==> config.mk <==
export PLATFORM = sky130hd
export DESIGN_NAME = fft_sample_framer
export DESIGN_NICKNAME = d
export VERILOG_FILES = /design/src/rtl/fft_pkg.sv /design/src/rtl/fft_frame_bank.sv /design/src/rtl/fft_sample_framer.sv
export SDC_FILE = /design/constraint.sdc
export NUM_CORES = 2
export LEC_CHECK = 0
export CORE_ASPECT_RATIO = 0.75
export CORE_MARGIN = 10
export CORE_UTILIZATION = 52
export CTS_BUF_LIST = sky130_fd_sc_hd__clkbuf_16
export CTS_CLUSTER_DIAMETER = 30
export CTS_CLUSTER_SIZE = 30
export DETAILED_ROUTE_END_ITERATION = 7
export HOLD_SLACK_MARGIN = 0.03
export PLACE_DENSITY = 0.76
export SYNTH_ARGS = -nofsm -noshare
export SYNTH_HDL_FRONTEND = slang
export SYNTH_SLANG_ARGS = --single-unit
==> constraint.sdc <==
create_clock -name clk -period 2.6 [get_ports clk]
set_clock_uncertainty 0.1 [all_clocks]
set_input_delay 0.52 -clock clk [delete_from_list [all_inputs] [get_ports clk]]
set_output_delay 0.52 -clock clk [all_outputs]
set_load 0.02 [all_outputs]
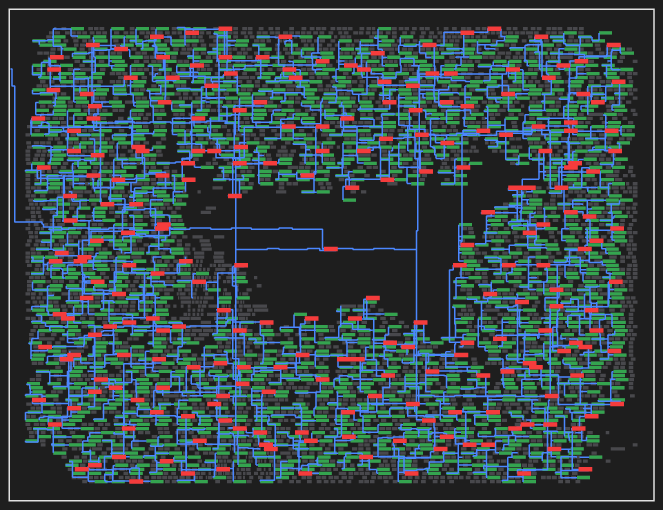
(clock network drawn from the DEF)
Scale: 1.5 px per um.
[blue] clock wires | length: 19500 um
[green] flip-flops | count: 1565
[red] cells driving clock nets | count: 236
routed clock nets	237
flops lie	widely spread
clock network power: 32100 uW
clk_lat worst skew: 0.85 ns
Clk pwr share: 0.330

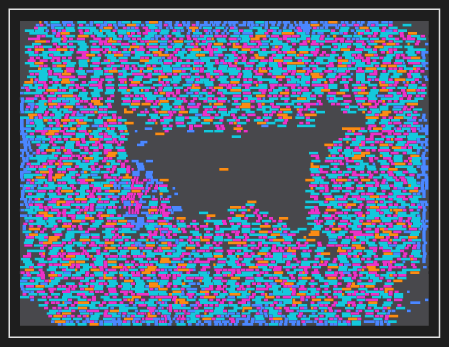
(placement by cell class)
Scale: 1 px per um. Fill, decap, tap and diode cells in gray.
color	class	cells
magenta	all other logic	2183
cyan	flip-flops	1565
orange	clock drivers and dummy loads	448
blue	other buffers and delay cells	768
flop share of the area: 0.478
design area: 81900 um2
# rows: 112

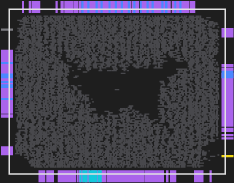
(pin placement)
Scale: 0.5 px per um. Pins as bars across the die edge, other pins in gray.
color	port	pins	direction	edge
cyan	frame_cnt	16	output	south
purple	frame_out	512	output	168 north, 158 south, 97 east, 89 west
blue	in_sample	32	input	17 north, 10 west, 5 east
yellow	rst_n	1	input	east
all pins by edge	187 north, 177 south, 103 east, 100 west
port bufs: 566
Die Y: 327 um
DIE WIDTH: 429 um

==> Changelog: implementation <==
### Changed

- Status: completed
- Top cells by area: dfrtp_1, mux2_2, buf_6
- First-pass GRT wire length: between 200000 and 300000 um
- MUX area fraction: 0.357
- # IOs: about 570
- Pre-CTS setup slack: -0.365 ns
- MI comb area: 24200 um2
- Pin count of the biggest net entering global routing: around 110
- Post-layout nets: approximately 4.8k
- Max_cap viols: 0
- Via density: roughly 5.5
- Sw power: 29900 uW
- Non-Clock Buffer Count: 768
- Avg Cell Area, Syn: between 15 and 20 um2
- Final setup vio count: 0
- Final Slew Violations: 0
- Int Pwr: roughly 67000 uW
- Overall Global Routing Usage: 0.230
- Layout cell share with drive strength beyond 1: 0.530
- R2R Setup Slk: 0.10 ns
- DRC: 0
- Fillers: 8585
- Least-Margin Pin Slew: 0.786 ns
- Mapped Area: approximately 65000 um2
- TNS Setup: 0 ns
- Final core utilization: 0.658
- Grt met1 use: 0.298
- Delay-heaviest family, CP: buffers and inverters
- Logic pwr share: 0.307
- Iteration tally of the first detailed-router pass: 5
- Simple share: 0.00752
- Critical Path End Type: primary output
- Post-synth ARST share: 1.00
- GRT met3 Usage: 0.0490
- RSZ-0062 raised after global routing: no
- Max-slew headroom: 0.476
- Critical path class: reg2out
- Design Power: 97300 uW
- Detailed-route wire length per cell: 24.8 um
- CTS Hold Bufs: 1
- Total power per unit cell area: 1190 nW/um2
- XOR/XNOR Area Share: 0.00269
- R2R depth: 8
- Yosys cell count: between 4k and 5k
- Uppermost layer routed: met5
- Postcts setup bufs: 0
- Fin. Hold Viols: 0
==> layout by cell type (no fill, tap or decap), types with 25 or more instances in the layout <==
cell,count
buf_12,78
buf_4,115
bufinv_16,33
clkbuf_16,239
clkdlybuf4s50_1,544
clkinv_1,39
clkinv_2,26
clkinvlp_4,25
dfrtp_1,1564
inv_1,34
mux2_1,54
mux2_2,1945
mux2_4,50
nand2_2,27
==> power by group through the flow <==
stage | sequential, uW | clock, uW | combinational (uW)
after detailed placement | 35600 | 0 | 29900
final | 35300 | 32100 | 29900
after global routing | 36100 | 33700 | 31600
after CTS | 35300 | 32600 | 30100
after floorplan | 37800 | 0 | 15100
after global placement | 35200 | 0 | 29400
No activity file was given, so power comes from the tool's default toggle rates.
